Pin placement:
Bar = 20 um. Pins as bars across the die edge, other pins in grey.
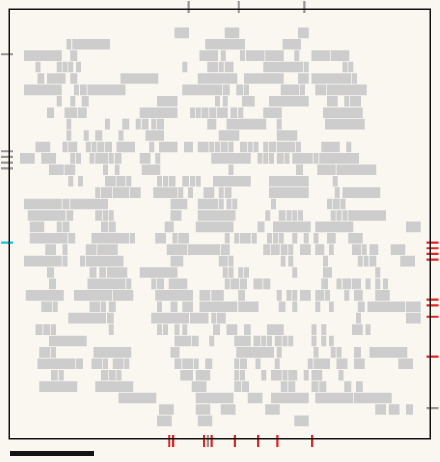
Drive-strength map:
Bar = 20 um.
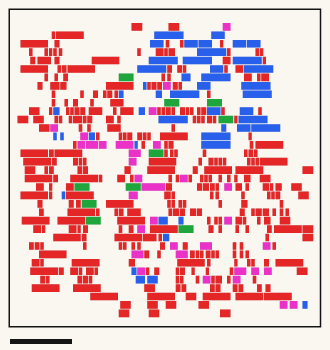
Wiring by layer:
Bar = 20 um.
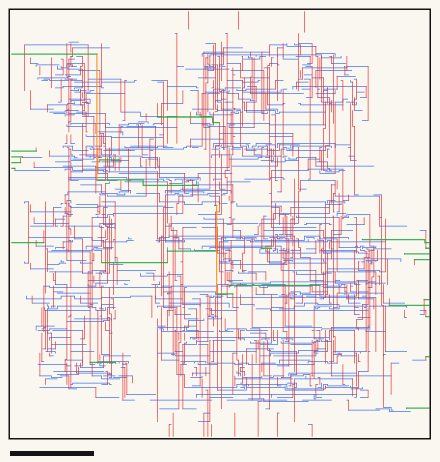
Met3 routing:
Bar = 20 um.
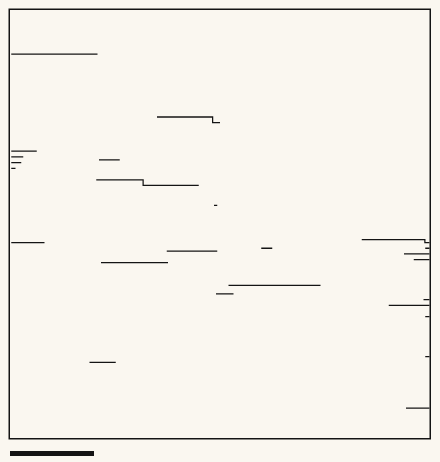
$ cat config.mk
export PLATFORM = sky130hd
export DESIGN_NAME = usb_crc_rx_check
export DESIGN_NICKNAME = d
export VERILOG_FILES = /design/src/rtl/usb_rx_pkg.sv /design/src/rtl/usb_crc_lfsr.sv /design/src/rtl/usb_crc_rx_check.sv
export SDC_FILE = /design/constraint.sdc
export NUM_CORES = 1
export LEC_CHECK = 0
export ABC_AREA = 1
export CELL_PAD_IN_SITES_DETAIL_PLACEMENT = 0
export CELL_PAD_IN_SITES_GLOBAL_PLACEMENT = 2
export CORE_AREA = 2 2 98 100
export CTS_CLUSTER_SIZE = 20
export DETAILED_ROUTE_END_ITERATION = 6
export DIE_AREA = 0 0 100 102
export PLACE_DENSITY = 0.78
export SLEW_MARGIN = 20
export SYNTH_ARGS = -nofsm -noshare
export SYNTH_HDL_FRONTEND = slang
export SYNTH_HIERARCHICAL = 1
export SYNTH_SLANG_ARGS = --single-unit
$ cat constraint.sdc
create_clock -name clock -period 3.2 [get_ports clock]
set_clock_uncertainty 0.05 [all_clocks]
set_input_delay 0.8 -clock clock [delete_from_list [all_inputs] [get_ports clock]]
set_output_delay 0.8 -clock clock [all_outputs]
set_load 0.05 [all_outputs]
$ cat src/rtl/usb_rx_pkg.sv
// usb_rx_pkg
// Shared definitions for the USB receive-side CRC checker:
//   - rx_state_t    : packet FSM state (IDLE, PID, DATA, DONE)
//   - CRC5/CRC16    : generator polynomials (x^N term implied) and good-packet
//                     residuals, written as register value x[N-1]..x0
//   - PID_LEN_DEF   : number of leading PID bits excluded from the CRC
package usb_rx_pkg;

    typedef enum logic [1:0] {
        IDLE = 2'd0,
        PID  = 2'd1,
        DATA = 2'd2,
        DONE = 2'd3
    } rx_state_t;

    localparam logic [4:0]  CRC5_POLY      = 5'h05;
    localparam logic [15:0] CRC16_POLY     = 16'h8005;
    localparam logic [4:0]  CRC5_RESIDUAL  = 5'h0C;
    localparam logic [15:0] CRC16_RESIDUAL = 16'h800D;

    localparam int PID_LEN_DEF = 8;

endpackage

$ cat src/rtl/usb_crc_lfsr.sv
// usb_crc_lfsr
// Bit-serial CRC shift register for USB CRC5/CRC16 checking.
// Ports:
//   clock, reset_n : clock and asynchronous active-low reset (register -> all-ones)
//   en             : shift din into the register this cycle
//   init           : load all-ones (has priority over en)
//   din            : serial data bit, LSB-first as received
//   crc            : current register value x[CRC_W-1]..x0
module usb_crc_lfsr #(
    parameter int          CRC_W = 16,
    parameter logic [15:0] POLY  = 16'h8005
) (
    input  logic             clock,
    input  logic             reset_n,
    input  logic             en,
    input  logic             init,
    input  logic             din,
    output logic [CRC_W-1:0] crc
);

    logic             fb;
    logic [CRC_W-1:0] crc_next;

    // NOTE: every variable assigned in always_comb gets a value on every path
    // (defaults first), so no latch can be inferred.
    always_comb begin
        fb          = din ^ crc[CRC_W-1];
        crc_next    = '0;
        crc_next[0] = fb;
        for (int i = 1; i < CRC_W; i++) begin
            crc_next[i] = crc[i-1] ^ (POLY[i] & fb);
        end
    end

    // NOTE: sequential state uses non-blocking assignments so every register
    // samples pre-edge values regardless of statement order.
    always_ff @(posedge clock or negedge reset_n) begin
        if (!reset_n) begin
            crc <= '1;
        end else if (init) begin
            crc <= '1;
        end else if (en) begin
            crc <= crc_next;
        end
    end

endmodule

$ cat src/rtl/usb_crc_rx_check.sv
// usb_crc_rx_check
// Receive-side USB CRC checker. Skips the PID, runs the CRC over every
// post-PID bit (payload plus CRC field), strips the trailing CRC_W bits from
// the payload stream through a CRC_W-deep delay line, and issues a one-cycle
// verdict after end-of-packet.
// Ports:
//   clock, reset_n     : clock, asynchronous active-low reset
//   in_bit, bit_valid  : received bit (LSB-first, unstuffed) and qualifier
//   eop                : end-of-packet strobe
//   abort              : discard current packet (highest priority)
//   pay_bit, pay_valid : payload bit with CRC stripped, and qualifier
//   crc_done, crc_ok   : verdict strobe (one cycle, in DONE) and verdict
//   short_err          : packet too short (or too long), valid with crc_done
//   bit_count          : post-PID bits accepted, saturating at MAX_BITS+1
module usb_crc_rx_check
    import usb_rx_pkg::*;
#(
    parameter int          CRC_W    = 16,
    parameter logic [15:0] POLY     = CRC16_POLY,
    parameter logic [15:0] RESIDUAL = CRC16_RESIDUAL,
    parameter int          PID_LEN  = PID_LEN_DEF,
    parameter int          MAX_BITS = 8192
) (
    input  logic        clock,
    input  logic        reset_n,
    input  logic        in_bit,
    input  logic        bit_valid,
    input  logic        eop,
    input  logic        abort,
    output logic        pay_bit,
    output logic        pay_valid,
    output logic        crc_done,
    output logic        crc_ok,
    output logic        short_err,
    output logic [15:0] bit_count
);

    localparam int          PW      = $clog2(PID_LEN + 1);
    localparam logic [15:0] MAX_CNT = 16'(MAX_BITS);
    localparam logic [15:0] CRC_CNT = 16'(CRC_W);

    rx_state_t        state;
    logic [PW-1:0]    pid_cnt;
    logic [CRC_W-1:0] dly;
    logic [CRC_W-1:0] crc;

    logic        accept;     // DATA bit that enters CRC and delay line
    logic        over;       // the bit that pushes the count past MAX_BITS
    logic        crc_init;
    logic [15:0] cnt_after;  // count including this cycle's bit
    logic        short_next; // short/long verdict if eop arrives now in DATA

    always_comb begin
        accept     = (state == DATA) && bit_valid && !abort && (bit_count < MAX_CNT);
        over       = (state == DATA) && bit_valid && !abort && (bit_count == MAX_CNT);
        // Re-arm on packet start, and clear on abort or when leaving DONE.
        crc_init   = abort || (state == DONE) || ((state == IDLE) && bit_valid);
        cnt_after  = bit_count + ((accept || over) ? 16'd1 : 16'd0);
        short_next = short_err || over || (cnt_after < CRC_CNT);
    end

    usb_crc_lfsr #(
        .CRC_W (CRC_W),
        .POLY  (POLY)
    ) u_lfsr (
        .clock   (clock),
        .reset_n (reset_n),
        .en      (accept),
        .init    (crc_init),
        .din     (in_bit),
        .crc     (crc)
    );

    always_ff @(posedge clock or negedge reset_n) begin
        if (!reset_n) begin
            state     <= IDLE;
            pid_cnt   <= '0;
            dly       <= '0;
            bit_count <= '0;
            short_err <= 1'b0;
            pay_bit   <= 1'b0;
            pay_valid <= 1'b0;
        end else begin
            pay_valid <= 1'b0;
            if (abort) begin
                state     <= IDLE;
                pid_cnt   <= '0;
                dly       <= '0;
                bit_count <= '0;
                short_err <= 1'b0;
                pay_bit   <= 1'b0;
            end else begin
                case (state)
                    IDLE: begin
                        if (bit_valid) begin
                            pid_cnt <= PW'(1);
                            if (eop) begin
                                state     <= DONE;
                                short_err <= 1'b1;
                            end else if (PID_LEN == 1) begin
                                state <= DATA;
                            end else begin
                                state <= PID;
                            end
                        end
                    end
                    PID: begin
                        if (bit_valid) begin
                            pid_cnt <= pid_cnt + PW'(1);
                        end
                        if (eop) begin
                            state     <= DONE;
                            short_err <= 1'b1;
                        end else if (bit_valid && (pid_cnt == PW'(PID_LEN - 1))) begin
                            state <= DATA;
                        end
                    end
                    DATA: begin
                        if (accept) begin
                            dly     <= {dly[CRC_W-2:0], in_bit};
                            pay_bit <= dly[CRC_W-1];
                            // Line full before this shift: the bit falling out
                            // is payload. With eop in the same cycle the next
                            // cycle is DONE, where pay_valid must stay low.
                            pay_valid <= (bit_count >= CRC_CNT) && !eop;
                        end
                        if (accept || over) begin
                            bit_count <= cnt_after;
                        end
                        if (over) begin
                            short_err <= 1'b1;
                        end
                        if (eop) begin
                            state     <= DONE;
                            short_err <= short_next;
                        end
                    end
                    DONE: begin
                        // Verdict cycle; any bit_valid here is dropped.
                        state     <= IDLE;
                        pid_cnt   <= '0;
                        dly       <= '0;
                        bit_count <= '0;
                        short_err <= 1'b0;
                    end
                    default: state <= IDLE;
                endcase
            end
        end
    end

    // Verdict is decoded from registered state only, so it reflects the CRC
    // after the final bit (including one sent together with eop).
    assign crc_done = (state == DONE);
    assign crc_ok   = crc_done && (crc == RESIDUAL[CRC_W-1:0]) && !short_err;

endmodule

==> results.txt <==
Status: complete, no violations
CP Max Fanout: 5
Post-cts resize count: 0
Count of tool warnings: 29
Ys flops: 57
DP Worst Slack: -0.178 ns
Max-slew violation count: 0
# clk buffers: 11
Required time worst endpoint: 3.40 ns
Pin count of the biggest net entering global routing: 33
Worst-case reg-to-reg path depth: 19
Final Hold Violation Tally: 0
First-pass GRT wire length: 13.0 mm
Signal buf overhead: 10.9%
Max cap viols: 0
Share of layout cells above drive strength 1: 20.4%
Area delta synth->final: 21.7%
Post-synth EDFFs: 0
Die ar.: 10,200 um2
Placed cell count: 532
Logic share of the area: 37.3%
CP top delay family: simple AND/OR/NAND/NOR gates
Mapped Cells: 381
Antenna Cells: 0
Post-synth cell types: 37
MUX share of area: 0%
Clock tree buffer depth: 2
Leakage: 1.77 nW
Utilization after layout: 42.0%
Vias in the first global route: 2,577
CP Cell Sequence: clkdlybuf4s50_1, inv_2, nand2_4, nor2_2, buf_4, nand4_4, nand2_1, ha_1, ha_1, nand2_2, o21ai_0, nand2_1, nor2_1, nand2_1, nor2_1, nand3_1, nand2_1, nand2_1, a21oi_1
Routed wire length per instance: 13.8 um
Post-DRT Antenna Nets: 0
Total track usage: 16.2%
Reg2Reg Capture Point: short_err$_DFFE_PN0P_
Final worst slack: 0.257 ns
Top post-synthesis cells by count: nand2_1, inv_1, dfrtp_1
1st-iter DRT viols: 173
First-pass DRT Iterations: 4
Ys Warns: 6
Unrepaired setup endpoints after global routing: no
Clk tree area frac: 4.51%
XOR/XNOR Fraction of Synth Area: 0%
CP max stage delay: 0.44 ns
Drt total wl: 7.54 mm
Chip height: 102 um
Buf/Inv on CP: 3
Final worst-path cycle share: 92.0%
Mean post-synth cell area: 8.26 um2
Worst setup SP type: input port
Final Wtd Congestion: 0.787
Setup Buffers After CTS: 0
Layout fillers: 982
Top cells excl fill/tap: nand2_1, inv_1, dfrtp_1, nand3_1, nor2_1
Leading cell kind: flip-flops and latches
Count of non-CTS inverters in the layout: 60
Yosys simple share: 26.9%
Power, Total: 1.96 mW
Vias: 2,659
Yosys cell count: 381
Slew Limit Headroom: 46.9%
Flip-flop and latch count: 57
CTS root buf: clkbuf_8
Fmax achieved: 340 MHz
Die x size: 100 um
Area leader share: 32.6%
Reg2reg start: state[0]$_DFFE_PN0P_
Final min period: 2.94 ns
Crit-path slowest cell: clkdlybuf4s50_1
Seq share, synth: 45.9%
Top cell by count, worst path: nand2_1
Crit path to: short_err$_DFFE_PN0P_
Aoi share: 15.0%
# Taps: 111
Hold_buf cts: 0
Latency at later pin: 0.33 ns
Via/cell ratio: 4.85
Nets: 445
Comb gates: 256
Remaining DRCs: 0
Final Setup Violations: 0
Synth top cell by count: nand2_1
Site Rows: 35
Main flop type: dfrtp_1
Fin cells: 548
DP HPWL: 5.59 mm
R2R Setup Slk: 0.45 ns
Endpoint class of the critical path: flop
Logic area: 1430 um2
Crit. path cell count: 19
Post-synth ARST share: 100%
Core ar.: 9110 um2
IO Count: 27
Pwr dens: 512 nW/um2
Remaining Overflow, GRT: 0
Plain + repair buffers: 48
Worst VDD drop: 0.308 mV
Worst setup path class: in -> reg
DP Area: 3640 um2
I/O Buffers: 26
Initial antenna violation count: 0
Arrival @ worst endpoint: 3.14 ns
YS chip area: 3150 um2
Flop share of the area: 37.8%
Post-Route Setup TNS: 0 ns
Main logic family after synthesis: simple AND/OR/NAND/NOR gates
HP Class: in -> async
Post-Syn Area: 3150 um2
Hold WS: 0.408 ns
CTS clk-pin slew, worst paths: 0.08 ns
Adder-cell share of the synthesized area: 2.78%
Seq. cell area: 1450 um2
Commonest Layout Cell: nand2_1
Sink Count: 57
Slew @ Worst Pin: 0.788 ns
Notes on 'pin placement' above:
Cyan stands for `pay_bit`, pins 1, direction output, edge left. Red stands for `bit_count`, pins 16, direction output, edge 8 bottom, 8 right.
All pins by edge: 9 bottom, 9 right, 6 left, 3 top.

Notes on 'drive-strength map' above:
Red stands for x1 and smaller, cells 348, share 80%, most used nand2_1. Green stands for x6 and larger, cells 10, share 2.3%, most used clkbuf_8. Blue stands for x2, cells 46, share 11%, most used dfstp_2. Magenta stands for x3 and x4, cells 33, share 7.6%, most used buf_4.

Notes on 'wiring by layer' above:
Orange stands for M4, wire length 51.0 um. Blue stands for M1, wire length 3,850 um. Red stands for M2, wire length 3,450 um. Green stands for M3, wire length 190 um.

Notes on 'met3 routing' above:
20 nets have wire on it. The longest straight run is 21.6 um. The layer holds 2.5% of the routed length. The wires run mostly horizontal.

==> per-layer routing <==
metal  vias up  share of wire, %  routed length [um]  track usage (%)
met4         0              0.68                  51             4.95
met2        31                46                3450             24.8
met5         -                 0                   0                0
met1      1248                51                3850             23.4
li1       1375                 -                   -                -
met3         5               2.5                 190             3.01
==> where the power goes <==
| group | switching [mW] | total, mW | internal [mW] |
|---|---|---|---|
| Combinational | 0.402 | 0.562 | 0.160 |
| Sequential | 0.0358 | 0.809 | 0.773 |
| Clock | 0.292 | 0.591 | 0.299 |
==> flip-flops by register name, summed over array words and instances, names as in the netlist <==
signal and flops:
short_err 1, pid_cnt 4, dly 16, bit_count 16, u_lfsr/crc 16, pay_bit 1, pay_valid 1, state 2
No activity file was given, so power comes from the tool's default toggle rates.
